File: src/rtl/cla_pkg.sv
// Shared constants and word type for the registered 32-bit carry-lookahead adder.
package cla_pkg;

   localparam int unsigned CLA_WIDTH   = 32;
   localparam int unsigned CLA_GROUP   = 4;
   localparam int unsigned CLA_NGROUPS = CLA_WIDTH / CLA_GROUP;

   typedef logic [CLA_WIDTH-1:0] cla_word_t;

endpackage : cla_pkg

File: src/rtl/cla_group4.sv
// First-level 4-bit lookahead group: internal carries, sum bits, and group generate/propagate.
module cla_group4
   import cla_pkg::*;
(
   input  logic [CLA_GROUP-1:0] a,
   input  logic [CLA_GROUP-1:0] b,
   input  logic                 cin,
   output logic [CLA_GROUP-1:0] sum_c,
   output logic                 g_c,
   output logic                 p_c
);

   logic [CLA_GROUP-1:0] g;
   logic [CLA_GROUP-1:0] p;
   logic [CLA_GROUP-1:0] c;

   assign g = a & b;
   assign p = a ^ b;

   // Every internal carry is a flat sum of products of cin, g and p.
   assign c[0] = cin;
   assign c[1] = g[0] | (p[0] & cin);
   assign c[2] = g[1] | (p[1] & g[0]) | (p[1] & p[0] & cin);
   assign c[3] = g[2] | (p[2] & g[1]) | (p[2] & p[1] & g[0])
               | (p[2] & p[1] & p[0] & cin);

   assign sum_c = p ^ c;

   assign g_c = g[3] | (p[3] & g[2]) | (p[3] & p[2] & g[1])
              | (p[3] & p[2] & p[1] & g[0]);
   assign p_c = &p;

endmodule : cla_group4

File: src/rtl/carry_look_ahead.sv
// Registered 32-bit two-level carry-lookahead adder (one-cycle latency).
// Define CLA_OVERFLOW_EN to add the registered signed-overflow output.
module carry_look_ahead
   import cla_pkg::*;
(
   input  logic                 clk,
   input  logic                 rst,
   output cla_word_t            sum,
   output logic                 c_out,
   input  logic                 c_in,
   input  cla_word_t            in_1,
   input  cla_word_t            in_2
`ifdef CLA_OVERFLOW_EN
   ,
   output logic                 overflow
`endif
);

   logic [CLA_NGROUPS-1:0] grp_g;
   logic [CLA_NGROUPS-1:0] grp_p;
   logic [CLA_NGROUPS:0]   grp_c;
   cla_word_t              sum_c;

   for (genvar gi = 0; gi < CLA_NGROUPS; gi++) begin : g_grp
      cla_group4 u_grp (
         .a     (in_1[gi*CLA_GROUP +: CLA_GROUP]),
         .b     (in_2[gi*CLA_GROUP +: CLA_GROUP]),
         .cin   (grp_c[gi]),
         .sum_c (sum_c[gi*CLA_GROUP +: CLA_GROUP]),
         .g_c   (grp_g[gi]),
         .p_c   (grp_p[gi])
      );
   end

   // Second level: each group carry is an OR of AND-terms over G/P and c_in, no chaining.
   always_comb begin
      logic acc;
      logic term;
      grp_c    = '0;
      acc      = 1'b0;
      term     = 1'b0;
      grp_c[0] = c_in;
      for (int unsigned j = 0; j < CLA_NGROUPS; j++) begin
         acc = c_in;
         for (int unsigned i = 0; i <= j; i++) begin
            acc = acc & grp_p[i];
         end
         for (int unsigned i = 0; i <= j; i++) begin
            term = grp_g[i];
            for (int unsigned k = i + 1; k <= j; k++) begin
               term = term & grp_p[k];
            end
            acc = acc | term;
         end
         grp_c[j+1] = acc;
      end
   end

`ifdef CLA_OVERFLOW_EN
   logic [2:0] top_g;
   logic [2:0] top_p;
   logic       c31;
   logic       overflow_c;

   assign top_g = in_1[30:28] & in_2[30:28];
   assign top_p = in_1[30:28] ^ in_2[30:28];

   // Carry into the MSB, looked ahead from the group carry c28.
   assign c31 = top_g[2] | (top_p[2] & top_g[1]) | (top_p[2] & top_p[1] & top_g[0])
              | (top_p[2] & top_p[1] & top_p[0] & grp_c[CLA_NGROUPS-1]);
   assign overflow_c = c31 ^ grp_c[CLA_NGROUPS];
`endif

   always_ff @(posedge clk or posedge rst) begin
      if (rst) begin
         sum      <= '0;
         c_out    <= 1'b0;
`ifdef CLA_OVERFLOW_EN
         overflow <= 1'b0;
`endif
      end else begin
         sum      <= sum_c;
         c_out    <= grp_c[CLA_NGROUPS];
`ifdef CLA_OVERFLOW_EN
         overflow <= overflow_c;
`endif
      end
   end

endmodule : carry_look_ahead

File: config.mk
export PLATFORM = sky130hd
export DESIGN_NAME = carry_look_ahead
export DESIGN_NICKNAME = d
export VERILOG_FILES = /design/src/rtl/cla_pkg.sv /design/src/rtl/cla_group4.sv /design/src/rtl/carry_look_ahead.sv
export SDC_FILE = /design/constraint.sdc
export NUM_CORES = 1
export LEC_CHECK = 0
export CORE_MARGIN = 3
export CORE_UTILIZATION = 42
export CTS_CLUSTER_DIAMETER = 80
export CTS_CLUSTER_SIZE = 14
export DETAILED_ROUTE_END_ITERATION = 8
export PLACE_DENSITY = 0.92
export SLEW_MARGIN = 20
export SYNTH_ARGS = -nofsm -noshare
export SYNTH_HDL_FRONTEND = slang
export SYNTH_SLANG_ARGS = --single-unit
File: constraint.sdc
create_clock -name clk -period 1.4 [get_ports clk]
set_clock_uncertainty 0.15 [all_clocks]
set_input_delay 0.35 -clock clk [delete_from_list [all_inputs] [get_ports clk]]
set_output_delay 0.35 -clock clk [all_outputs]
set_load 0.02 [all_outputs]
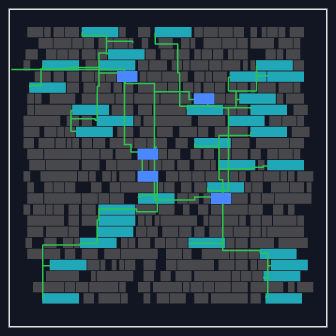
(images/clock_map.png)
Key: cyan = flip-flops [count 33]; blue = cells driving clock nets [count 5]; green = clock wires [length 466 um]
There are 6 routed clock nets.
Clock Power Share: 19.1%
clock group power: 749 uW

==> flow_metrics.env <==
# source this file to load flow results
export IMPL_fin_ws_ns=-1.305
export IMPL_outcome="finished with violations"
export IMPL_portBuffers=99
export IMPL_p_seq_mw=1.22
export IMPL_yosysUniqueCellTypes=39
export IMPL_hold_class="input pin to async pin"
export IMPL_root_buffer="clkbuf_8"
export IMPL_slew_viol_final=0
export IMPL_fin_cells=441
export IMPL_drive_above_1_share_pct=58.33
export IMPL_layout_cells_most_common="buf_4"
export IMPL_track_usage_pct=27.61
export IMPL_end_kind="flop"
export IMPL_io_pins=100
export IMPL_drt_pass1_iterations=4
export IMPL_setup_violations_final=31
export IMPL_critPathBufInv=2
export IMPL_violations="negative setup slack"
export IMPL_seq_power_share_pct=31.1
export IMPL_cp_startpoint="in_2[20]"
export IMPL_post_dp_cell_area_um2=3764
export IMPL_gp_congestion=0.7520
export IMPL_p_comb_share_pct=49.7
export IMPL_clk_path_buf_depth=2
export IMPL_ys_top_cells_by_count="dfrtp_1 (33), ha_1 (32), nor2_1 (12), xor2_1 (12), a21o_1 (11)"
export IMPL_hold_viol=0
export IMPL_clk_pin_slew_ns=0.07
export IMPL_wirelength_um=9371
export IMPL_worst_pin_slew_ns=0.3043
export IMPL_netSwitchingFraction_pct=36.71
export IMPL_synth_nets=294
export IMPL_synth_flops=33
export IMPL_antenna_found_initial=2
export IMPL_top_cell_area_share_pct=38.44
export IMPL_clkSinkCount=33
export IMPL_grt_max_degree=34
export IMPL_grt_pass1_wl_um=12920
export IMPL_grt_overflow_total=0
export IMPL_comb_power_mw=1.95
export IMPL_syn_inst=187
export IMPL_top_cell="dfrtp_1"
export IMPL_vias=2382
export IMPL_grt_pass1_vias=2649
export IMPL_arrival_ns=2.73
export IMPL_synth_stat_cells=187
export IMPL_yosysTopAreaCell="dfrtp_1"
export IMPL_syn_area_um2=2148
export IMPL_dieArea_um2=6009
export IMPL_chipHeight_um=77.52
export IMPL_fin_crit_sh_pct=193.2
export IMPL_worstSetupPathType="input pin to flop"
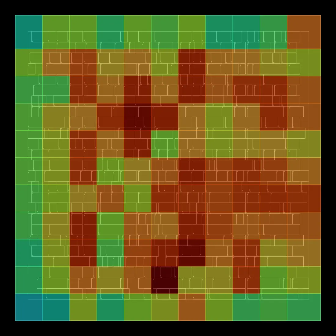
(images/final_congestion.png)
GRT met2 Usage: 53.80%
GRT busiest layer: met2
post-layout util: 86.74%
average wire per standard cell: 21.25 um

==> per-layer routing <==
metal | GRT usage (%) | up-vias | routed length [um]
met1 | 28.45 | 1185 | 3174
li1 | - | 1038 | -
met4 | 11.39 | 0 | 437
met5 | 0 | - | 0
met3 | 5.220 | 38 | 566
met2 | 53.80 | 121 | 5192
==> cell type report <==
cell class,instances,area [um2],share of cell area [%]
diodes,2,5.005,0.1190
flip-flops and latches,33,825.8,19.64
clock buffers,7,86.33,2.053
repair buffers,178,1443,34.31
well taps,67,83.83,1.993
inverters,8,30.03,0.7141
multi-input cells,146,1732,41.18
==> cell families after synthesis <==
logic type               share of synthesized area [%]
buffers and inverters                            1.398
flip-flops                                       38.44
AND-OR/OR-AND                                    16.60
AND/OR/NAND/NOR                                  8.504
XOR/XNOR                                         8.969
adder cells (fa/ha/maj)                          26.09
==> flip-flops by register name, indices dropped and copies added, names as in the netlist <==
signal / count
sum: 32
c_out: 1
==> stage by stage <==
stage	setup slack, ns	TNS [ns]	hold slack [ns]
after floorplan	-1.204	-21.23	0.3289
after detailed placement	-1.841	-43.74	0.5639
after global routing	-1.409	-27.86	0.2955
after CTS	-1.256	-22.98	0.2706
after global placement	-1.743	-42.32	0.5634
final	-1.305	-25.92	0.2695
==> worst max path at each step <==
stage                   end  slack (ns)  depth (start not counted)
finish              sum[29]       -1.31                         11
global route        sum[29]       -1.41                         11
CTS                 sum[29]       -1.26                         12
detailed placement  sum[29]       -1.84                         12
global placement    sum[29]       -1.74                         12
floorplan           sum[29]       -1.20                         11
==> repair_timing <==
item	4_1_cts	5_1_grt
pin swaps	67	35
endpoints found under the setup margin	66	48
hold buffers	0	0
gates resized	292	41
buffers inserted	24	8
Power and IR drop assume default switching activity.
